**src/rtl/regfile_pkg.sv**
```systemverilog
// Shared widths, FSM encoding and requester index type for the
// register-file arbiter.
package regfile_pkg;

  localparam int DATA_W = 32;
  localparam int ADDR_W = 5;

  typedef enum logic {
    IDLE    = 1'b0,
    RD_WAIT = 1'b1
  } state_e;

  typedef logic req_idx_t;

endpackage

```
**src/rtl/rr_arb2.sv**
```systemverilog
// Two-way round-robin arbiter: a lone requester always wins, and on
// contention the requester that did not win last time is granted.
module rr_arb2
  import regfile_pkg::*;
(
  input  logic [1:0] req,
  input  req_idx_t   last_grant,
  output logic [1:0] grant
);

  always_comb begin
    grant = 2'b00;
    unique case (1'b1)
      (req == 2'b11): grant = last_grant ? 2'b01 : 2'b10;
      (req == 2'b01): grant = 2'b01;
      (req == 2'b10): grant = 2'b10;
      default:        grant = 2'b00;
    endcase
  end

endmodule

```
**src/rtl/regfile_arbiter.sv**
```systemverilog
// Two-requester arbiter in front of a 2R/1W register file.
// Optional RF_ZERO_GUARD_EN makes address 0 read as zero and ignore writes.
module regfile_arbiter
  import regfile_pkg::*;
#(
  parameter int DATA_W = regfile_pkg::DATA_W,
  parameter int ADDR_W = regfile_pkg::ADDR_W
) (
  input  logic              clk,
  input  logic              reset_n,

  input  logic              req0_valid,
  input  logic              req0_we,
  input  logic [ADDR_W-1:0] req0_waddr,
  input  logic [DATA_W-1:0] req0_wdata,
  input  logic [ADDR_W-1:0] req0_raddr1,
  input  logic [ADDR_W-1:0] req0_raddr2,
  output logic              req0_ready,
  output logic              resp0_valid,
  output logic [DATA_W-1:0] resp0_rdata1,
  output logic [DATA_W-1:0] resp0_rdata2,

  input  logic              req1_valid,
  input  logic              req1_we,
  input  logic [ADDR_W-1:0] req1_waddr,
  input  logic [DATA_W-1:0] req1_wdata,
  input  logic [ADDR_W-1:0] req1_raddr1,
  input  logic [ADDR_W-1:0] req1_raddr2,
  output logic              req1_ready,
  output logic              resp1_valid,
  output logic [DATA_W-1:0] resp1_rdata1,
  output logic [DATA_W-1:0] resp1_rdata2,

  output logic              rf_re,
  output logic              rf_we,
  output logic [ADDR_W-1:0] rf_waddr,
  output logic [DATA_W-1:0] rf_wdata,
  output logic [ADDR_W-1:0] rf_raddr1,
  output logic [ADDR_W-1:0] rf_raddr2,
  input  logic [DATA_W-1:0] rf_rdata1,
  input  logic [DATA_W-1:0] rf_rdata2
);

  state_e   state;
  req_idx_t last_grant;
  req_idx_t owner;
  logic     live;

  logic [1:0]        req;
  logic [1:0]        grant;
  logic              go;
  req_idx_t          sel;
  logic              s_we;
  logic [ADDR_W-1:0] s_waddr;
  logic [DATA_W-1:0] s_wdata;
  logic [ADDR_W-1:0] s_raddr1;
  logic [ADDR_W-1:0] s_raddr2;
  logic              wr_ok;
  logic [DATA_W-1:0] rd1;
  logic [DATA_W-1:0] rd2;

  // No grants until one full edge has passed since reset release
  assign req = {req1_valid, req0_valid}
             & {2{live && (state == IDLE)}};

  rr_arb2 u_arb (
    .req        (req),
    .last_grant (last_grant),
    .grant      (grant)
  );

  assign go       = |grant;
  assign sel      = grant[1];
  assign s_we     = sel ? req1_we     : req0_we;
  assign s_waddr  = sel ? req1_waddr  : req0_waddr;
  assign s_wdata  = sel ? req1_wdata  : req0_wdata;
  assign s_raddr1 = sel ? req1_raddr1 : req0_raddr1;
  assign s_raddr2 = sel ? req1_raddr2 : req0_raddr2;

`ifdef RF_ZERO_GUARD_EN
  logic z1;
  logic z2;

  assign wr_ok = (s_waddr != '0);

  always_ff @(posedge clk or negedge reset_n) begin
    if (!reset_n) begin
      z1 <= 1'b0;
      z2 <= 1'b0;
    end else if (go && !s_we) begin
      z1 <= (s_raddr1 == '0);
      z2 <= (s_raddr2 == '0);
    end
  end

  assign rd1 = z1 ? '0 : rf_rdata1;
  assign rd2 = z2 ? '0 : rf_rdata2;
`else
  assign wr_ok = 1'b1;
  assign rd1   = rf_rdata1;
  assign rd2   = rf_rdata2;
`endif

  assign req0_ready = grant[0];
  assign req1_ready = grant[1];

  assign rf_we     = go && s_we && wr_ok;
  assign rf_re     = go && !s_we;
  assign rf_waddr  = s_waddr;
  assign rf_wdata  = s_wdata;
  assign rf_raddr1 = s_raddr1;
  assign rf_raddr2 = s_raddr2;

  assign resp0_valid  = (state == RD_WAIT) && (owner == 1'b0);
  assign resp1_valid  = (state == RD_WAIT) && (owner == 1'b1);
  assign resp0_rdata1 = rd1;
  assign resp0_rdata2 = rd2;
  assign resp1_rdata1 = rd1;
  assign resp1_rdata2 = rd2;

  always_ff @(posedge clk or negedge reset_n) begin
    if (!reset_n) begin
      state      <= IDLE;
      last_grant <= 1'b1;
      owner      <= 1'b0;
      live       <= 1'b0;
    end else begin
      live <= 1'b1;
      unique case (state)
        IDLE: begin
          if (go) begin
            last_grant <= sel;
            if (!s_we) begin
              owner <= sel;
              state <= RD_WAIT;
            end
          end
        end
        RD_WAIT: state <= IDLE;
        default: state <= IDLE;
      endcase
    end
  end

endmodule
```
**config.mk**
```make
export PLATFORM = sky130hd
export DESIGN_NAME = regfile_arbiter
export DESIGN_NICKNAME = d
export VERILOG_FILES = /design/src/rtl/regfile_pkg.sv /design/src/rtl/rr_arb2.sv /design/src/rtl/regfile_arbiter.sv
export SDC_FILE = /design/constraint.sdc
export NUM_CORES = 1
export LEC_CHECK = 0
export CAP_MARGIN = 10
export CELL_PAD_IN_SITES_DETAIL_PLACEMENT = 2
export CELL_PAD_IN_SITES_GLOBAL_PLACEMENT = 2
export CORE_UTILIZATION = 10
export DETAILED_ROUTE_END_ITERATION = 7
export PLACE_DENSITY_LB_ADDON = 0.05
export SLEW_MARGIN = 30
export SYNTH_ARGS = -nofsm -noshare
export SYNTH_HDL_FRONTEND = slang
export SYNTH_SLANG_ARGS = --single-unit
export TNS_END_PERCENT = 30
```
**constraint.sdc**
```tcl
create_clock -name clk -period 3 [get_ports clk]
set_input_delay 0.9 -clock clk [delete_from_list [all_inputs] [get_ports clk]]
set_output_delay 0.9 -clock clk [all_outputs]
set_load 0.05 [all_outputs]
```
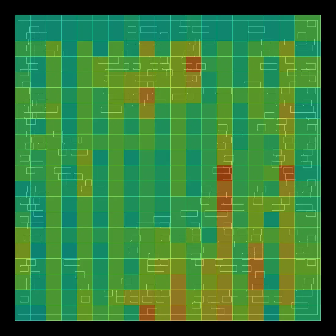
run_1/final_congestion.png
met1 Track Usage GR: 6.49%
met2 demand-to-capacity share in global routing: 14.3%
Layout Utilization: 18.5%

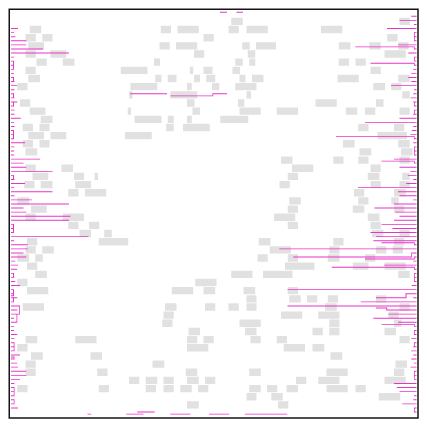
run_1/met3.png
(3 px per um) Cells faint in the background.
longest straight run: 45.4 um
nets with wire on the layer: 139

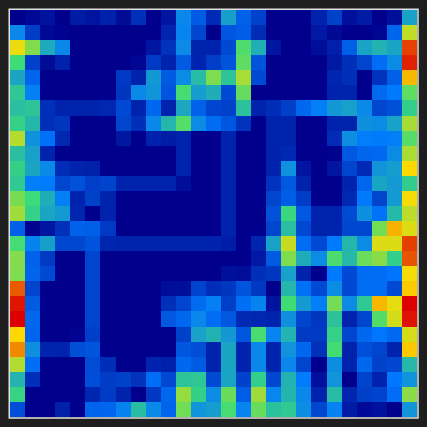
run_1/wire_density.png
(3 px per um) The die is cut into 27 by 27 equal tiles; dark blue is low, red is high, scaled to the fullest tile. Values are wire area over tile area, all layers added.
mean over tiles: 0.069
fullest tile: 0.39
tiles over half the peak: 9.1%
emptiest ninth of the die: middle
nearly empty tiles: 30%

==> results.txt, run 1 <==
Numbers from the implementation run.

The run finished with clean final reports. The predominant post-synthesis flop cell is sky130_fd_sc_hd__dfrtp_1. In this run, placement finished with an instance count of 456. Across all register-to-register paths, the minimum setup slack is 1470 ps. In the final layout, the clock buffer count is 4. The via total after detailed routing is 1,412.

In the layout the commonest cells are sky130_fd_sc_hd__clkdlybuf4s50_1 (99), sky130_fd_sc_hd__mux2_2 (38), sky130_fd_sc_hd__buf_12 (31). The hold buffer count at CTS is 0. The number of port buffers is 152. The busiest layer in global routing is met2.

Counting every sink on the clock net gives 4. The layout report lists the non-clock buffer share of cell area as 63.4%. The core region is 17,400 um^2.

TritonCTS built the clock tree. Multi-input logic gates represent a cell area share of 22.1%. In this run, the combinational gates consume 72.4% of the power. The final antenna diode count is 0. For reference, the final report shows the hold violation count at 0. The gate count after technology mapping is 204. The routed design uses 3.77 mm of met2 wire. The setup path with the least slack is of type in2out. The layout report lists the clock-cell share of area as 2.46%. The share of layout cells above drive strength 1 is approximately 50%. According to the cell report, the number of logic gates is 66. Sorting the synthesis cell report by count puts at the top sky130_fd_sc_hd__buf_4. The total detailed-routing wirelength is 7.25 mm. The largest incremental delay on the critical path is ~320 ps.

Counting the inverters off the clock network in the layout gives 1. The clock buffer count from CTS is 3. After synthesis, the cell types taking the most area are sky130_fd_sc_hd__buf_4 (54%), sky130_fd_sc_hd__mux2_2 (25%), sky130_fd_sc_hd__mux2_4 (6.7%), sky130_fd_sc_hd__dfrtp_1 (4.2%), sky130_fd_sc_hd__dfstp_2 (1.5%).

The HPWL reported at the end of detailed placement is 5.91 mm. The data required time reported for the critical path is 2100 ps. The layout overhead on the synthesized area is 79.4%. The wire length on met3 is 1.10 mm. The highest achievable clock rate is 338 MHz. The synthesized design contains 4 register bits.

The cell-mix breakdown from Yosys lists the adder-cell area share as 0%. The worst setup path is captured at an output pin. The data arrival time of the worst path is 2060 ps.

The count of routing violations after the opening detailed-route iteration is 13. The switching power of the nets is 0.421 mW. At the end of the flow, the number of nets in the layout was 406. After detailed routing, no signal wire sits above met4. The sequential cell area fraction in the yosys report is 5.67%.

The worst setup path is launched from an input pin. Post-route period utilization is reported as 98.5%. The first detailed-routing pass took 2 iterations. After synthesis, the largest family of logic cells by area is buffers and inverters.

The cell taking the most area after synthesis is sky130_fd_sc_hd__buf_4. Broken down by cell family, the worst path's largest delay share belongs to buffers and inverters.
==> inputs of run 2 (changes only) <==
CORE_MARGIN = 2   (was not set)
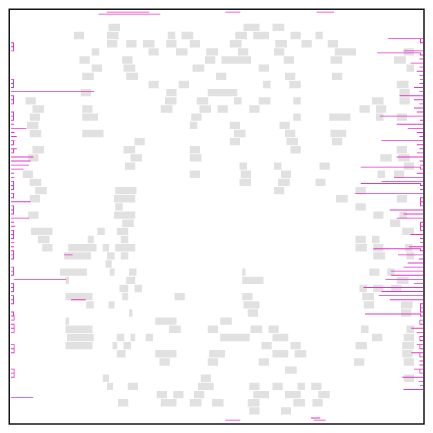
run_2/met3.png
(3 px per um) Cells faint in the background.
nets with wire on the layer: 98
share of all routed wire: 9.4%

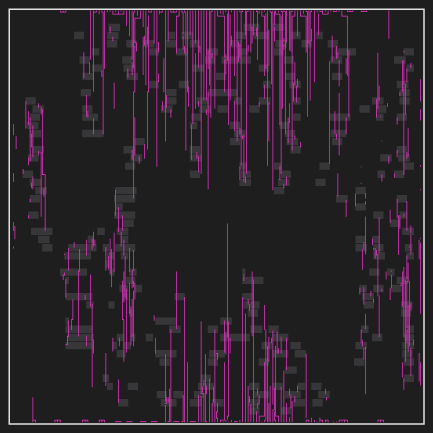
run_2/met2.png
(3 px per um) Cells faint in the background.
longest straight run: 59.8 um
share of all routed wire: 57%

==> run 2 against run 1 <==
Critical path depth rose by 1. Largest power group unchanged. Combinational power fell by 9.5%. Worst setup slack improved by 14 ps. Global-route usage fell by 0.44 points. Synthesized cell count did not move. Clock power fell by 3%. Clock skew rose by 2.0 ps. Non-clock buffer count rose by 2. Die area rose by 3.0%. Register-to-register slack improved by 120 ps. Sequential power barely moved. First-iteration DRC count rose by 31%.
==> results.txt, run 2 <==
Numbers from the implementation run.

The run finished with clean final reports. The switching power of the nets is 0.400 mW. The buffering overhead is 60.4%. On met1, the global router reports a usage of 7.05%. By area the synthesized netlist is led by sky130_fd_sc_hd__buf_4 (54%), sky130_fd_sc_hd__mux2_2 (25%), sky130_fd_sc_hd__mux2_4 (6.7%), sky130_fd_sc_hd__dfrtp_1 (4.2%), sky130_fd_sc_hd__dfstp_2 (1.5%). The worst setup path is captured at an output pin. Summing over every cut layer, the via total after detailed routing is 1,385. In this run, post-CTS hold repair placed 0 buffers.

The total placed cells including tap cells is 457. The post-route netlist has 50.2% of its cells at a drive strength greater than 1. IR analysis of the VDD net gives a maximum drop of between 0.15 and 0.2 mV. The met2 track demand over resource is 13.9%.

According to the timing report, the data required time at the worst endpoint equals 2100 ps. Per the detail_route log, the uppermost layer with routed signals is met4. The adder-cell share of the synthesized area is 0%. The maximum number of pins on one net before global-route repair is 14. Once routing completed, OpenROAD measured the worst setup slack at 58.1 ps. STA reports a reg2reg setup slack of 1590 ps. The final layout report lists a clock buffer count of 4.

Per the post-synthesis report, the number of cells in the design is 204. The cell taking the most area after synthesis is sky130_fd_sc_hd__buf_4. The first detailed-routing pass ran for 3 iterations. Counting the inverters off the clock network in the layout gives 1. After synthesis, the largest family of logic cells by area is buffers and inverters. The flip-flop and latch count after synthesis is 4. In the Yosys report, the sequential cells make up 5.67% of the chip area. The final timing summary puts the cycle share of the worst path at slightly below 100%.

The worst setup path category is in2out. The number of port buffers is 152. The clock buffer count from CTS is 3.

STA lists the startpoint of the worst register-to-register path as state$_DFF_PN0_. The count of routing violations after the opening detailed-route iteration is 17. The predominant post-synthesis flop cell is sky130_fd_sc_hd__dfrtp_1. STA classifies the critical path startpoint as an input pin.

Counting every sink on the clock net gives 4. The combinational cell fraction of total power is 70.8%. For this run the top cell type by instance count after synthesis was sky130_fd_sc_hd__buf_4.

Per the OpenROAD floorplan log, the area of the core is 17,400 um^2. The final-stage net count is 408. The final timing report lists a hold violation count of 0. The clock tree from TritonCTS is built. The data arrival time of the worst path is roughly 2000 ps. The amount of wire on met2 after detailed routing is 4.26 mm.
No activity file was given, so power comes from the tool's default toggle rates.
